`config.mk`:
```
export PLATFORM = sky130hd
export DESIGN_NAME = addr_ch_select_seq
export DESIGN_NICKNAME = d
export VERILOG_FILES = /design/src/rtl/addr_ch_select_seq.sv
export SDC_FILE = /design/constraint.sdc
export NUM_CORES = 1
export LEC_CHECK = 0
export ABC_AREA = 1
export CAP_MARGIN = 15
export CORE_MARGIN = 3
export CORE_UTILIZATION = 50
export DETAILED_ROUTE_END_ITERATION = 6
export PLACE_DENSITY = 0.74
export SYNTH_ARGS = -nofsm -noshare
export SYNTH_HDL_FRONTEND = slang
export SYNTH_SLANG_ARGS = --single-unit
```
`constraint.sdc`:
```
create_clock -name clk -period 2.55 [get_ports clk]
set_input_delay 0.51 -clock clk [delete_from_list [all_inputs] [get_ports clk]]
set_output_delay 0.51 -clock clk [all_outputs]
set_load 0.005 [all_outputs]
```
`src/rtl/addr_ch_select_seq.sv`:
```
// Address-to-(channel, register) decoder for a banked register file.
// Division by REGS_PER_CH is done by repeated subtraction, one step per cycle.
module addr_ch_select_seq #(
   parameter int ADDR_W      = 7,
   parameter int BASE_ADDR   = 11,
   parameter int NUM_CH      = 8,
   parameter int REGS_PER_CH = 7,
   parameter int SEL_W       = $clog2(REGS_PER_CH+1),
   parameter int CH_W        = $clog2(NUM_CH+1)
) (
   input  logic              clk,
   input  logic              rstn,
   input  logic              cs,
   input  logic              addr_load,
   input  logic [ADDR_W-1:0] addr,
   input  logic              incr,
   output logic [SEL_W-1:0]  select_reg,
   output logic [CH_W-1:0]   select_ch,
   output logic              valid,
   output logic              busy,
   output logic              oor
);

   localparam logic [31:0]       LO_ADDR  = 32'(BASE_ADDR);
   localparam logic [31:0]       HI_ADDR  = 32'(BASE_ADDR + NUM_CH*REGS_PER_CH);
   localparam logic [ADDR_W-1:0] BASE_A   = ADDR_W'(BASE_ADDR);
   localparam logic [ADDR_W-1:0] REGS_A   = ADDR_W'(REGS_PER_CH);
   localparam logic [SEL_W-1:0]  LAST_REG = SEL_W'(REGS_PER_CH-1);
   localparam logic [CH_W-1:0]   LAST_CH  = CH_W'(NUM_CH-1);

   typedef enum logic [1:0] {IDLE, DECODE, READY, OOR} state_t;

   state_t            state_q, state_d;
   logic [ADDR_W-1:0] rem_q, rem_d;
   logic [CH_W-1:0]   ch_q, ch_d;
   logic [SEL_W-1:0]  sreg_q, sreg_d;
   logic [CH_W-1:0]   sch_q, sch_d;
   logic              valid_q, valid_d;
   logic              busy_q, busy_d;
   logic              oor_q, oor_d;

   logic [31:0] addr_ext;
   logic        in_range;

   // Range check is done on a widened copy so the subtraction below never underflows.
   assign addr_ext = 32'(addr);
   assign in_range = (addr_ext >= LO_ADDR) && (addr_ext < HI_ADDR);

   always_comb begin
      state_d = state_q;
      rem_d   = rem_q;
      ch_d    = ch_q;
      sreg_d  = sreg_q;
      sch_d   = sch_q;
      if (!cs) begin
         state_d = IDLE;
      end else if (addr_load) begin
         if (in_range) begin
            state_d = DECODE;
            rem_d   = addr - BASE_A;
            ch_d    = '0;
         end else begin
            state_d = OOR;
         end
      end else begin
         case (state_q)
            DECODE: begin
               if (rem_q >= REGS_A) begin
                  rem_d = rem_q - REGS_A;
                  ch_d  = ch_q + CH_W'(1);
               end else begin
                  state_d = READY;
                  sreg_d  = rem_q[SEL_W-1:0];
                  sch_d   = ch_q;
               end
            end
            READY: begin
               if (incr) begin
                  if (sreg_q != LAST_REG) begin
                     sreg_d = sreg_q + SEL_W'(1);
                  end else if (sch_q == LAST_CH) begin
                     state_d = OOR;
                  end else begin
                     sreg_d = '0;
                     sch_d  = sch_q + CH_W'(1);
                  end
               end
            end
            default: ;
         endcase
      end
      // Outputs are registered from the next state so they line up with it.
      if (state_d != READY) begin
         sreg_d = '1;
         sch_d  = '1;
      end
      valid_d = (state_d == READY);
      busy_d  = (state_d == DECODE);
      oor_d   = (state_d == OOR);
   end

   always_ff @(posedge clk or negedge rstn) begin
      if (!rstn) begin
         state_q <= IDLE;
         rem_q   <= '0;
         ch_q    <= '0;
         sreg_q  <= '1;
         sch_q   <= '1;
         valid_q <= 1'b0;
         busy_q  <= 1'b0;
         oor_q   <= 1'b0;
      end else begin
         state_q <= state_d;
         rem_q   <= rem_d;
         ch_q    <= ch_d;
         sreg_q  <= sreg_d;
         sch_q   <= sch_d;
         valid_q <= valid_d;
         busy_q  <= busy_d;
         oor_q   <= oor_d;
      end
   end

   assign select_reg = sreg_q;
   assign select_ch  = sch_q;
   assign valid      = valid_q;
   assign busy       = busy_q;
   assign oor        = oor_q;

endmodule

```
Fig. 1: metal 3
Scale: 6 px per um.
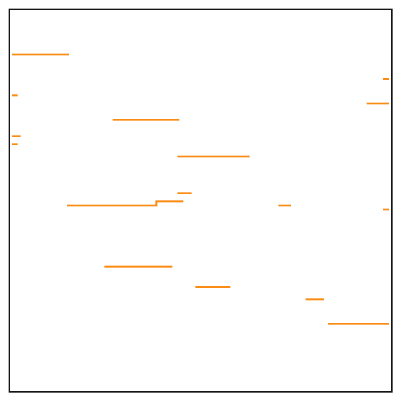
- share of all routed wire: 2.7%
- main direction: horizontal
- nets with wire on the layer: 12
- longest straight run: 14.7 um
- wire length on this layer: 92.0 um
total vias in the final route: 1447
Post-Route WL: 3397 um
met3 global-route usage: 3.922%

Fig. 2: metal 1
Scale: 6 px per um. Supply wires on this layer in gray.
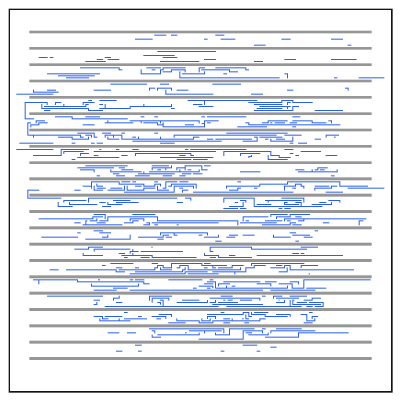
- main direction: horizontal
- share of all routed wire: 51%
met1 track demand over resource: 24.78%

==> GITHUB_STEP_SUMMARY <==
### Yosys + OpenROAD results

| Metric | Value |
|---|---|
| Largest net degree at the start of global routing | `24` |
| Highest ir drop seen on vdd | `0.0004155 V` |
| Fmax | `489.5 MHz` |
| Buffers inserted during post-CTS setup optimization | `0` |
| Yosys warnings | `0` |
| Post-Layout Inst Area | `1958 um^2` |
| Maximum clock insertion buffer count | `2` |
| Internal power summed over all cells | `0.7524 mW` |
| Count of unresolved DRC violations after routing | `0` |
| Distinct cells, synth | `34` |
| Inserted Diodes | `0` |
| Layout cell share with drive strength beyond 1 | `17.01%` |
| Total clock sinks | `23` |
| Ranking of synthesized cells by area | `dfrtp_1 (24%), nand2_1 (13%), dfstp_2 (11%), nor2_1 (5.4%), ha_1 (5.3%)` |
| Cell count after synthesis | `215` |
| Number of antenna violations at the first check in global routing | `0` |
| Run status | `finished clean` |
| Row cnt | `20` |
| Number of buffers created by CTS | `3` |
| Final period util | `80.12%` |
| Later-pin clock latency in the skew report | `0.31 ns` |
| Nets | `261` |
| Power spent charging and discharging nets | `0.5023 mW` |
| Register containing the most flip-flops in the final layout | `rem_q` |
| DRT iter0 DRCs | `71` |
| Yosys-reported design area after synthesis | `1654 um^2` |
| CTS tree | `yes` |
| CTS resizes | `0` |
| Number of max-slew violations in the final report | `0` |
| Die width | `63.52 um` |
| Post-Syn Nets | `234` |
| DP Area | `1932 um^2` |
| Flop and latch count out of synthesis | `23` |
| Global placement routability congestion | `0.8602` |
| Area growth from synthesis to layout | `18.38%` |
| Placeable core area | `3103 um^2` |
| Vias in the first global route | `1346` |
| HPWL reported at the end of detailed placement | `2632 um` |
| Number of iterations in the first detailed-routing pass | `4` |
| End-of-flow core utilization | `63.10%` |
| Number of placed instances, taps included | `281` |
| Global Route Usage Sum | `18.36%` |
| Routed via count divided by cell count | `5.077` |
| OpenROAD warning count | `28` |
| EDFF count, synth | `0` |
| Depth of the CTS H-tree | `1` |
| CTS Root Buffer Type | `clkbuf_4` |
| Required time of the worst setup path | `2.82 ns` |
| Slew @ Worst Pin | `0.3940 ns` |
| Hold/Removal Path Class | `flip-flop to flip-flop` |
| Chip area | `4034 um^2` |
| Top-level port count | `22` |
| Most used flip-flop cell after synthesis | `dfrtp_1` |
| Share of the synthesized area in the top cell type | `24.21%` |
| Most area-hungry cell type in the Yosys netlist | `dfrtp_1` |
| Number of I/O port buffers | `21` |
| Startpoint-to-endpoint class of the critical path | `input pin to flip-flop` |
| Critical Path AT | `2.31 ns` |
| Most heavily used metal layer in global routing | `met2` |
| Synth async-reset ratio | `100.0%` |
| Quantity of hold-fixing buffers added after cts | `0` |
| Clock transition at the registers of the reported paths | `0.12 ns` |
| Total Negative Setup Slacks | `0 ns` |
| Routed wirelength normalized by instance count | `11.92 um` |
| Clock skew after layout | `0.002424 ns` |
| Critical path launch point type | `input pin` |
| Largest register FFs | `7` |
| Seq pwr share | `44.5%` |
| Cell Pwr Density | `640.8 nW/um^2` |
| Biggest fanout along the worst timing path | `9` |
| Sw Ratio | `40.03%` |
| Number of cells in Yosys stat | `215` |
| FP Core Util | `53.31%` |
| Clock network fraction of design power | `13.7%` |
| Count of endpoints failing setup in the final report | `0` |
| Final count of hold timing violations | `0` |
| Tmin final | `2.043 ns` |
| Worst slew margin relative to its limit | `73.46%` |
| Overflow after GRT | `0` |
| Die Height | `63.52 um` |
| Leakage power summed over all cells | `0.9199 nW` |
| Setup repair after global routing missed its margin | `false` |
| Seq share, synth | `35.33%` |
| Critical Path Sink Type | `flip-flop` |
| Proportion of power drawn by combinational gates | `41.8%` |
| Number of routed nets with antenna violations | `0` |
| Count of maximum capacitance violations | `0` |
| Synth Area per Inst | `7.693 um^2` |
| Cell area after synthesis | `1654 um^2` |
| First-pass GRT wire length | `5844 um` |
Fig. 3: placed standard cells
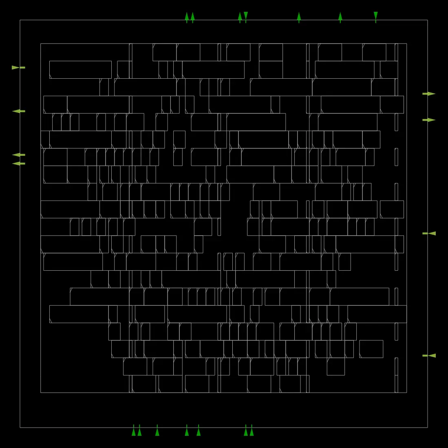
FILL cells: 302
final cell count without fillers: 285

Fig. 4: M2 wires
Scale: 4 px per um.
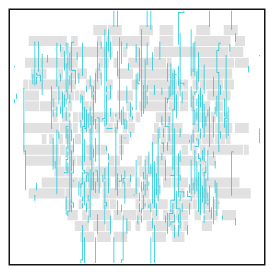
- share of all routed wire: 45%
- wire length on this layer: 1530 um
- longest straight run: 22.6 um
met2 global-route usage: 29.73%

Yosys cell counts (4+ instances only):
| cell type | number |
|---|---|
| dfrtp_1 | 16 |
| a31oi_1 | 4 |
| nand2_1 | 58 |
| nand2_4 | 5 |
| nor2_1 | 24 |
| inv_1 | 18 |
| ha_1 | 7 |
| nand3_1 | 12 |
| a21oi_1 | 9 |
| o21ai_0 | 16 |
| dfstp_2 | 7 |
kinds of logic (layout without fill, tap and decap cells):
family | count (synthesis) | count (layout) | share of synthesized area [%]
flip-flops | 23 | 23 | 35.33
AND/OR/NAND/NOR | 114 | 114 | 35.40
adder cells (fa/ha/maj) | 7 | 7 | 5.295
AND-OR/OR-AND | 42 | 42 | 15.28
buffers and inverters | 24 | 50 | 6.051
XOR/XNOR | 5 | 5 | 2.648
final timing paths:
check                              start            end  slack [ns]  depth (start not counted)
setup reg to reg            select_ch[0]   select_ch[3]        0.58                         12
max in group asynchronous           rstn   select_ch[1]        1.73                          2
setup / recovery                 addr[0]  select_reg[0]        0.51                         13
min in group asynchronous           rstn           busy        0.52                          2
hold / removal             select_reg[2]  select_reg[2]        0.50                          2
hold reg to reg            select_reg[2]  select_reg[2]        0.50                          2
through the flow:
step / worst slack (ns) / power, mW / hold slack [ns]
after floorplan: 0.7942 / 0.9257 / 0.2144
final: 0.5069 / 1.255 / 0.4971
after detailed placement: 0.1705 / 1.086 / 0.4817
after CTS: 0.5055 / 1.261 / 0.5010
after global routing: 0.3280 / 1.366 / 0.5161
after global placement: 0.2183 / 1.074 / 0.4725
layout make-up:
cell class	instances	area (um^2)	area share [%]
repair buffers	26	247.7	12.65
clock buffers	4	26.28	1.342
multi-input cells	168	969.7	49.52
flip-flops and latches	23	584.3	29.84
well taps	44	55.05	2.811
inverters	20	75.07	3.834
power groups by stage:
stage          clock network [mW]  logic, mW  registers (mW)
6_report                    0.172      0.524           0.558
3_5_place_dp                    0      0.522           0.564
4_1_cts                     0.180      0.524           0.557
5_1_grt                     0.196      0.597           0.573
2_1_floorplan                   0      0.382           0.544
3_3_place_gp                    0      0.511           0.563
layout by cell type (no fill, tap or decap), types with 3 or more instances in the layout:
master and instances:
a21oi_1 9, a31oi_1 4, buf_4 5, clkbuf_4 3
clkdlybuf4s50_1 21, dfrtp_1 16, dfstp_2 7, ha_1 7
inv_1 18, nand2_1 58, nand2_2 3, nand2_4 5
nand3_1 12, nor2_1 24, o21ai_0 16, o22ai_1 3
xnor2_1 3
critical path: stages:
cell             delay, ns
clkdlybuf4s50_1       0.45
ha_1                  0.25
a31oi_1               0.18
nand2_1               0.07
nand2_1               0.09
nand2_1               0.11
inv_2                 0.09
nand2_4               0.07
nor2_8                0.15
nand2_4               0.11
nand2_2               0.12
nand2_1               0.05
nand2_1               0.06
metal layers:
layer,part of all wire (%),wire (um),vias up
met5,0,0,-
met4,1.1,37,0
met3,2.7,91,5
met2,45,1532,19
met1,51,1736,667
li1,-,-,756
No activity file was given, so power comes from the tool's default toggle rates.
